==> config.mk <==
export PLATFORM = sky130hd
export DESIGN_NAME = apb_master_bridge_p
export DESIGN_NICKNAME = d
export VERILOG_FILES = /design/src/rtl/apb_bridge_pkg.sv /design/src/rtl/apb_slave_decoder.sv /design/src/rtl/apb_master_bridge_p.sv
export SDC_FILE = /design/constraint.sdc
export NUM_CORES = 1
export LEC_CHECK = 0
export CAP_MARGIN = 20
export CORE_MARGIN = 2
export CORE_UTILIZATION = 37
export DETAILED_ROUTE_END_ITERATION = 10
export PLACE_DENSITY = 0.81
export SYNTH_ARGS = -nofsm -noshare
export SYNTH_HDL_FRONTEND = slang
export SYNTH_SLANG_ARGS = --single-unit
==> constraint.sdc <==
create_clock -name PCLK -period 1.39 [get_ports PCLK]
set_input_delay 0.278 -clock PCLK [delete_from_list [all_inputs] [get_ports PCLK]]
set_output_delay 0.278 -clock PCLK [all_outputs]
set_load 0.01 [all_outputs]
==> src/rtl/apb_bridge_pkg.sv <==
// apb_bridge_pkg: shared types and constants for the APB master bridge.
// Holds the FSM state enum, PPROT bit positions and direction encodings.
package apb_bridge_pkg;

    typedef enum logic [1:0] {
        IDLE   = 2'd0,
        SETUP  = 2'd1,
        ACCESS = 2'd2,
        DERR   = 2'd3
    } apb_state_e;

    // PPROT bit positions
    localparam int PROT_PRIV   = 0;
    localparam int PROT_NONSEC = 1;
    localparam int PROT_INSTR  = 2;

    // READ_WRITE encodings
    localparam logic DIR_READ  = 1'b1;
    localparam logic DIR_WRITE = 1'b0;

    // Width of a slave index; never below one bit.
    function automatic int sel_width(input int n);
        return (n > 1) ? $clog2(n) : 1;
    endfunction

endpackage

==> src/rtl/apb_slave_decoder.sv <==
// apb_slave_decoder: maps the top address bits to a one-hot completer select.
// Ports: addr (in), sel (one-hot out), dec_err (out, index has no completer).
module apb_slave_decoder
    import apb_bridge_pkg::*;
#(
    parameter int ADDR_WIDTH = 9,
    parameter int NUM_SLAVES = 2
) (
    input  logic [ADDR_WIDTH-1:0] addr,
    output logic [NUM_SLAVES-1:0] sel,
    output logic                  dec_err
);

    localparam int SEL_W = sel_width(NUM_SLAVES);

    logic [SEL_W-1:0] idx;
    logic             unused_addr;

    assign idx = addr[ADDR_WIDTH-1 -: SEL_W];

    // Low address bits belong to the completer, not to the decode.
    assign unused_addr = &{1'b0, addr};

    always_comb begin
        sel = '0;
        for (int i = 0; i < NUM_SLAVES; i++) begin
            sel[i] = (idx == SEL_W'(i));
        end
        // Index past the last completer selects nothing.
        dec_err = ~|sel;
    end

endmodule

==> src/rtl/apb_master_bridge_p.sv <==
// apb_master_bridge_p: registered single-request APB master with timeout.
// Ports: user side transfer/req_ready/READ_WRITE/addresses/data/strb/prot,
// response rsp_valid/apb_read_data_out/PSLVERR, APB side PADDR..PENABLE,
// and per-completer s_prdata/s_pready/s_pslverr.
module apb_master_bridge_p
    import apb_bridge_pkg::*;
#(
    parameter int ADDR_WIDTH     = 9,
    parameter int DATA_WIDTH     = 8,
    parameter int NUM_SLAVES     = 2,
    parameter int TIMEOUT_CYCLES = 16
) (
    input  logic                             PCLK,
    input  logic                             PRESETn,

    input  logic                             transfer,
    output logic                             req_ready,
    input  logic                             READ_WRITE,
    input  logic [ADDR_WIDTH-1:0]            apb_write_paddr,
    input  logic [ADDR_WIDTH-1:0]            apb_read_paddr,
    input  logic [DATA_WIDTH-1:0]            apb_write_data,
    input  logic [DATA_WIDTH/8-1:0]          apb_wstrb,
    input  logic [2:0]                       apb_prot,

    output logic                             rsp_valid,
    output logic [DATA_WIDTH-1:0]            apb_read_data_out,
    output logic                             PSLVERR,

    output logic [ADDR_WIDTH-1:0]            PADDR,
    output logic                             PWRITE,
    output logic [DATA_WIDTH-1:0]            PWDATA,
    output logic [DATA_WIDTH/8-1:0]          PSTRB,
    output logic [2:0]                       PPROT,
    output logic [NUM_SLAVES-1:0]            PSEL,
    output logic                             PENABLE,

    input  logic [NUM_SLAVES*DATA_WIDTH-1:0] s_prdata,
    input  logic [NUM_SLAVES-1:0]            s_pready,
    input  logic [NUM_SLAVES-1:0]            s_pslverr
);

    localparam int STRB_W = DATA_WIDTH / 8;
    localparam int TW =
        (TIMEOUT_CYCLES > 1) ? $clog2(TIMEOUT_CYCLES) : 1;
    localparam logic [TW-1:0] T_LAST = TW'(TIMEOUT_CYCLES - 1);
    localparam bit T_EN = (TIMEOUT_CYCLES != 0);

    apb_state_e state;

    logic [TW-1:0]         tcnt;
    logic                  rd_req;
    logic [ADDR_WIDTH-1:0] req_addr;
    logic [NUM_SLAVES-1:0] dec_sel;
    logic                  dec_err;
    logic                  sel_ready;
    logic                  sel_err;
    logic [DATA_WIDTH-1:0] sel_rdata;

    assign req_ready = (state == IDLE);
    assign rd_req    = (READ_WRITE == DIR_READ);
    assign req_addr  = rd_req ? apb_read_paddr : apb_write_paddr;

    apb_slave_decoder #(
        .ADDR_WIDTH (ADDR_WIDTH),
        .NUM_SLAVES (NUM_SLAVES)
    ) u_dec (
        .addr    (req_addr),
        .sel     (dec_sel),
        .dec_err (dec_err)
    );

    // PSEL is one-hot while a transfer is live, so masking with it
    // discards whatever unselected completers drive.
    assign sel_ready = |(s_pready & PSEL);
    assign sel_err   = |(s_pslverr & PSEL);

    always_comb begin
        sel_rdata = '0;
        for (int i = 0; i < NUM_SLAVES; i++) begin
            if (PSEL[i]) begin
                sel_rdata = sel_rdata
                          | s_prdata[i*DATA_WIDTH +: DATA_WIDTH];
            end
        end
    end

    always_ff @(posedge PCLK) begin
        if (!PRESETn) begin
            state             <= IDLE;
            tcnt              <= '0;
            PADDR             <= '0;
            PWRITE            <= 1'b0;
            PWDATA            <= '0;
            PSTRB             <= '0;
            PPROT             <= '0;
            PSEL              <= '0;
            PENABLE           <= 1'b0;
            rsp_valid         <= 1'b0;
            apb_read_data_out <= '0;
            PSLVERR           <= 1'b0;
        end else begin
            rsp_valid <= 1'b0;
            unique case (state)
                IDLE: begin
                    if (transfer) begin
                        PADDR  <= req_addr;
                        PWRITE <= (READ_WRITE == DIR_WRITE);
                        PPROT  <= apb_prot;
                        // Reads never drive write data or strobes.
                        PWDATA <= rd_req ? '0 : apb_write_data;
                        PSTRB  <= rd_req ? STRB_W'(0) : apb_wstrb;
                        if (dec_err) begin
                            PSEL  <= '0;
                            state <= DERR;
                        end else begin
                            PSEL  <= dec_sel;
                            state <= SETUP;
                        end
                    end
                end
                SETUP: begin
                    PENABLE <= 1'b1;
                    tcnt    <= '0;
                    state   <= ACCESS;
                end
                ACCESS: begin
                    // A ready completer wins over a same-edge timeout.
                    if (sel_ready) begin
                        PSEL      <= '0;
                        PENABLE   <= 1'b0;
                        rsp_valid <= 1'b1;
                        PSLVERR   <= sel_err;
                        if (!PWRITE) begin
                            apb_read_data_out <= sel_rdata;
                        end
                        state <= IDLE;
                    end else if (T_EN && tcnt == T_LAST) begin
                        PSEL      <= '0;
                        PENABLE   <= 1'b0;
                        rsp_valid <= 1'b1;
                        PSLVERR   <= 1'b1;
                        if (!PWRITE) begin
                            apb_read_data_out <= '0;
                        end
                        state <= IDLE;
                    end else begin
                        tcnt <= tcnt + 1'b1;
                    end
                end
                DERR: begin
                    rsp_valid <= 1'b1;
                    PSLVERR   <= 1'b1;
                    if (!PWRITE) begin
                        apb_read_data_out <= '0;
                    end
                    state <= IDLE;
                end
                default: state <= IDLE;
            endcase
        end
    end

endmodule

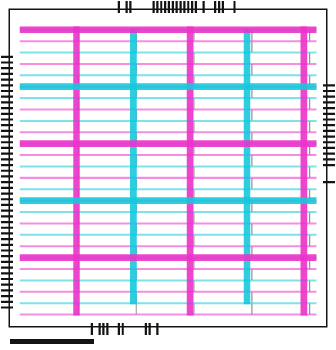
Figure 1: PDN straps and rails.
Scale bar: 20 µm. Pins as bars on the die edge. Tap cells in gray.
| color | net |
|---|---|
| cyan | VDD |
| magenta | VSS |
met5 straps: 5
met4 straps: 5
rows: 25
signal pins: 90

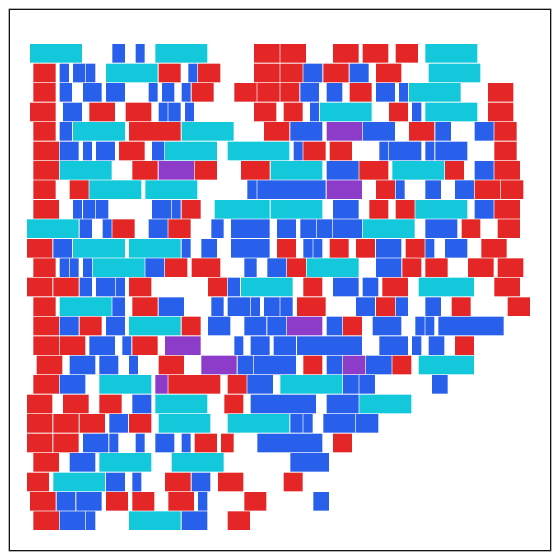
Figure 2: cells colored by class.
| color | class | cells |
|---|---|---|
| blue | remaining logic cells | 151 |
| red | remaining buffers and delay cells | 124 |
| cyan | registers | 41 |
| purple | clock drivers and dummy loads | 8 |

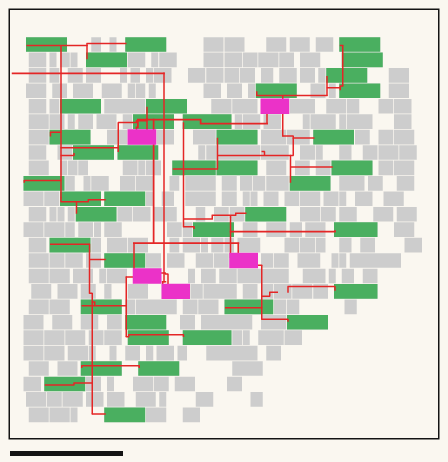
Figure 3: clock wires, drivers and flops.
Scale bar: 20 µm.
[red] clock wires | length: 535 µm
[green] flip-flops | count: 41
[magenta] clock-net drivers | count: 5
flops lie: widely spread

==> flow_metrics.tcl <==
# implementation run metrics
set metrics [dict create \
    reg2regPathDepth 6 \
    fin_ws_ns -0.00461 \
    wl_met1_um 2370 \
    hp-class "reg2reg" \
    crit_chain "inv_4 -> ha_4 -> buf_6 -> a311oi_4 -> buf_6 -> o22ai_1" \
    criticalPathCategory "reg2reg" \
    dr.pass1.iters 4 \
    clock_power_uw 842 \
    crit_family "flip-flops" \
    rows 25 \
    pre_cts_ws_ns -0.373 \
    hold-path-cell-count 2 \
    avgSynthCellArea_um2 9.17 \
    fillers 401 \
    internal-power_uw 2230 \
    die_area_um2 5690 \
    final-clk-cell-share_pct 2.94 \
    status "finished with violations" \
    power_leader "registers" \
    path_depth 6 \
    drtIter0Drc 62 \
    drtAntennaViolNets 0 \
    synth-xor-area-share_pct 0 \
    rsz0062_at_grt "yes" \
    dieHeight_um 75.4 \
    vias_per_cell 5.23 \
    post_cts_buffers 1 \
    fin_crit_sh_pct 100 \
    largestRegisters "PADDR x9, PWDATA x8, apb_read_data_out x8" \
    topCellsByArea "dfxtp_1 43%, nand2_1 6.0%, mux2i_1 4.8%, a211oi_1 4.8%, nand3b_1 4.0%" \
    startpoint "state[0]" \
    wl_per_cell_um 14.7 \
    sequentialPower_uw 1350 \
    setup_viol 2 \
    yosysMostFrequentCell "dfxtp_1" \
    io_buffers 89 \
    hp-start "PWDATA[5]" \
    violations "setup timing" \
]
